### Sequential cells grouped by signal name, run 1

The bar under the picture is 50 um long. Other sequential cells in the stronger grey, the rest of the logic in the fainter grey.
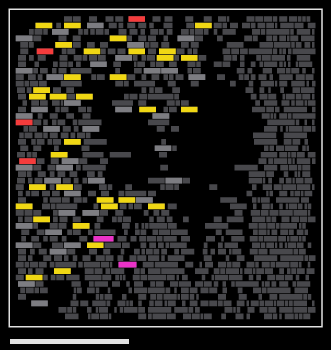
### Track usage over the die, run 1

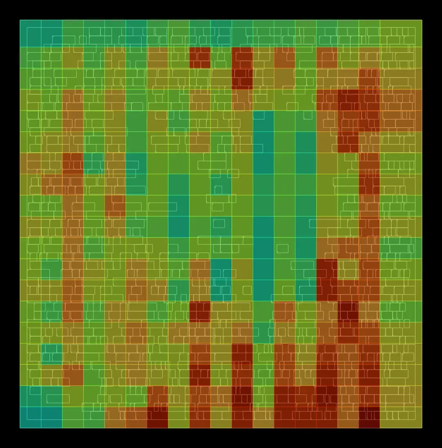
### Logic cells by family, run 1

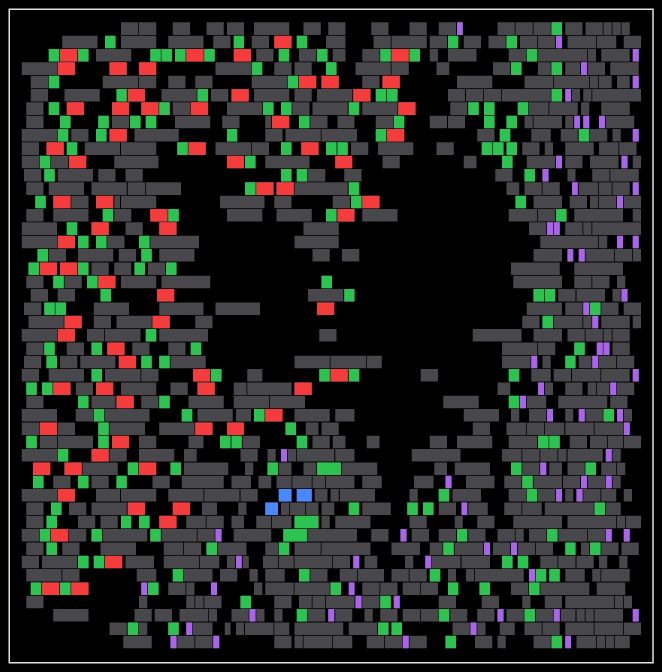
==> config.mk <==
export PLATFORM = sky130hd
export DESIGN_NAME = alu_arbiter
export DESIGN_NICKNAME = d
export VERILOG_FILES = /design/src/rtl/alu_arbiter.sv
export SDC_FILE = /design/constraint.sdc
export NUM_CORES = 1
export LEC_CHECK = 0
export CAP_MARGIN = 20
export CORE_AREA = 2 2 129 131
export CTS_CLUSTER_DIAMETER = 80
export DETAILED_ROUTE_END_ITERATION = 7
export DIE_AREA = 0 0 131 133
export PLACE_DENSITY = 0.7
export RECOVER_POWER = 50
export SLEW_MARGIN = 20
export SYNTH_ARGS = -nofsm -noshare
export SYNTH_HDL_FRONTEND = slang
export SYNTH_SLANG_ARGS = --single-unit
==> constraint.sdc <==
create_clock -name clk -period 1.6 [get_ports clk]
set_clock_uncertainty 0.05 [all_clocks]
set_input_delay 0.32 -clock clk [delete_from_list [all_inputs] [get_ports clk]]
set_output_delay 0.32 -clock clk [all_outputs]
set_load 0.005 [all_outputs]
==> flow_metrics.env, run 1 <==
# flow metrics
export IMPL_status="complete, but fails checks"
export IMPL_violations="setup timing"
export IMPL_synthAoiAreaFrac_pct=16.0
export IMPL_tool_warnings=28
export IMPL_ys_chip_area_um2=4780
export IMPL_worst_path_largest_cell_delay_ps=340
export IMPL_die_h_um=133
export IMPL_setup_ws_ps=-604
export IMPL_fillers=1298
export IMPL_logic_family="simple AND/OR/NAND/NOR gates"
export IMPL_tightest_slew_ps=586
export IMPL_inverters_excl_clock=72
export IMPL_comb_cells=345
export IMPL_setup_viol=110
export IMPL_initialDrtViolationCount=184
export IMPL_drc=0
export IMPL_vias_per_cell=4.69
export IMPL_path_max_fanout=7
export IMPL_worst_path_stages=7
export IMPL_edf_count=0
export IMPL_maxCapViolCount=0
export IMPL_clockRootBuffer="clkbuf_16"
export IMPL_ctsLongestPathBuffers=2
export IMPL_num_rows=47
export IMPL_yosysTopAreaCell="dfxtp_1"
export IMPL_yosys_cells=547
export IMPL_place_area_um2=8440
export IMPL_dp_hpwl_um=14000
export IMPL_yosys_area_share_simple_pct=25.2
export IMPL_power_density_nw_per_um2=672
export IMPL_timing_slew_headroom_pct=60.9
export IMPL_crit_family="buffers and inverters"
export IMPL_synth_flops=75
export IMPL_power_w=0.00668
export IMPL_synth_seq_share_pct=31.4
export IMPL_layout_top_cells="236 x clkdlybuf4s50_1, 184 x nand2b_1, 73 x dfxtp_1, 72 x inv_1, 72 x mux2i_1"
export IMPL_mux_share_pct=15.1
export IMPL_critPathArrivalTime_ps=1830
export IMPL_cts_sinks=75
About 'Sequential cells grouped by signal name':
rsp0_data: marked yellow, flops 32. g_slot.state_reg: marked magenta, flops 2. rsp1_tag: marked red, flops 4.
Another 37 sequential cells are not coloured.
seq pwr: 0.00207 W
final core occ: 61.5%
Seq area share: 15.2%
register area: 1510 um^2

About 'Track usage over the die':
WL/cell: 18.6 um
GRT Util Overall: 22.8%
met2 Use GR: 39.9%
Global Route met1 Usage: 25.0%

About 'Logic cells by family':
NAND gates: marked green, cells 188, where widely spread. inverters: marked purple, cells 72. AND and OR gates: marked blue, cells 3. multiplexers: marked red, cells 72.
dominant logic cell type in the layout: clkdlybuf4s50_1
Comb area share: 32.5%

run 1: timing repair:
item	in CTS	in global routing
pin swaps	11	20
resized	362	96
cloned	13	2
setup endpoints to repair	135	129
hold buffers	0	0
setup buffers	35	13
run 1: where the power goes:
group / switching (W) / leakage, nW / internal (W) / total, W
Sequential: 0.0000696 / 0.618 / 0.00200 / 0.00207
Combinational: 0.000963 / 3.47 / 0.00157 / 0.00254
Clock: 0.000771 / 0.146 / 0.00130 / 0.00207
Total: 0.00180 / 4.24 / 0.00487 / 0.00668
run 1: per-layer routing:
layer  GRT usage [%]  vias to the layer above  part of all wire [%]
li1                -                     2618                     -
met1            25.0                     2545                    38
met2            39.9                      235                    50
met3            7.00                       48                   7.9
met4            10.2                        0                   3.5
met5               0                        -                     0
--- run 2 (diff from run 1) ---
--- a/config.mk
+++ b/config.mk
@@ -10,6 +10,7 @@
 export CTS_CLUSTER_DIAMETER = 80
 export DETAILED_ROUTE_END_ITERATION = 7
 export DIE_AREA = 0 0 131 133
+export GPL_TIMING_DRIVEN = 0
 export PLACE_DENSITY = 0.7
 export RECOVER_POWER = 50
 export SLEW_MARGIN = 20
### Track usage over the die, run 2

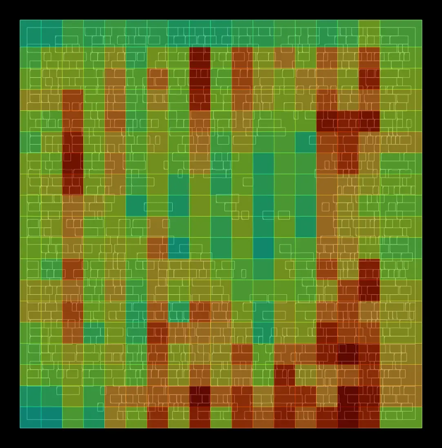
GR peak layer: met2
met3 usage: 7.68%
WL/cell: 18.8 um
met2 Use GR: 40.4%
GRT Util Overall: 23.6%

### Sequential cells grouped by signal name, run 2

The bar under the picture is 50 um long. Other sequential cells in the stronger grey, the rest of the logic in the fainter grey.
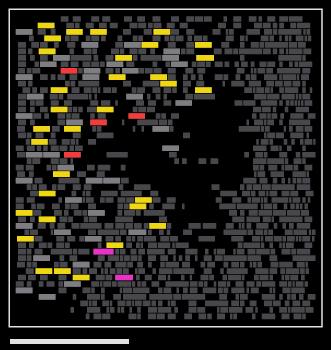
rsp0_data: marked yellow, flops 32. rsp1_tag: marked red, flops 4. g_slot.state_reg: marked magenta, flops 2.
Another 37 sequential cells are not coloured.
final core occ: 60.4%
seq pwr: 0.00208 W

==> flow_metrics.env, run 2 <==
# flow metrics
export IMPL_yosys_cells=547
export IMPL_worst_path_largest_cell_delay_ps=350
export IMPL_tool_warnings=28
export IMPL_timing_slew_headroom_pct=55.5
export IMPL_wl_met3_um=1960
export IMPL_mostFrequentLayoutCell="clkdlybuf4s50_1"
export IMPL_clockRootBuffer="clkbuf_16"
export IMPL_seq_area_share_pct=15.5
export IMPL_ctsLongestPathBuffers=2
export IMPL_maxCapViolCount=0
export IMPL_crit_family="buffers and inverters"
export IMPL_num_rows=47
export IMPL_power_density_nw_per_um2=649
export IMPL_setup_viol=74
export IMPL_mux_share_pct=15.1
export IMPL_layout_top_cells="230 x clkdlybuf4s50_1, 184 x nand2b_1, 72 x buf_2, 72 x inv_1"
export IMPL_seq_area_um2=1510
export IMPL_cts_sinks=75
export IMPL_tightest_slew_ps=667
export IMPL_drc=0
export IMPL_wirelength_met1_um=8330
export IMPL_hold_buffers=0
export IMPL_critPathArrivalTime_ps=1850
export IMPL_vias_per_cell=4.71
export IMPL_comb_cells=345
export IMPL_top_layer="met5"
export IMPL_initialDrtViolationCount=199
export IMPL_status="complete, but fails checks"
export IMPL_synth_seq_share_pct=31.4
export IMPL_yosys_area_share_simple_pct=25.2
export IMPL_fillers=1401
export IMPL_worst_path_stages=8
export IMPL_logic_family="simple AND/OR/NAND/NOR gates"
export IMPL_met1_usage_pct=26.0
export IMPL_synth_flops=75
export IMPL_path_max_fanout=6
export IMPL_synthAoiAreaFrac_pct=16.0
export IMPL_violations="setup timing"
export IMPL_ctsResizeCount=361
export IMPL_sh_comb_area_pct=33.6
export IMPL_setup_ws_ps=-619
run 2: cell types whose count changed in the layout (fill, tap and decap cells not counted), sizes merged:
cell	before	now
clkdlybuf4s25	15	21
bufinv	1	0
clkdlybuf4s50	236	230
clkinv	1	4
dlygate4sd2	8	7
clkdlybuf4s15	1	0
buf	148	138
clkbuf	32	51
bufbuf	1	0
run 2: power by group:
group	total [W]	internal, W	switching [W]
Sequential	0.00208	0.00201	0.0000759
Combinational	0.00245	0.00149	0.000955
Clock	0.00180	0.00103	0.000768
run 2: cells by family (layout without fill, tap and decap cells):
family / Yosys count / after routing
multiplexers: 72 / 72
AND-OR/OR-AND: 80 / 80
buffers and inverters: 127 / 524
AND/OR/NAND/NOR: 193 / 193
flip-flops: 75 / 75
other: 0 / 6
Power figures rest on the tool's default switching activity, not on a simulated workload.
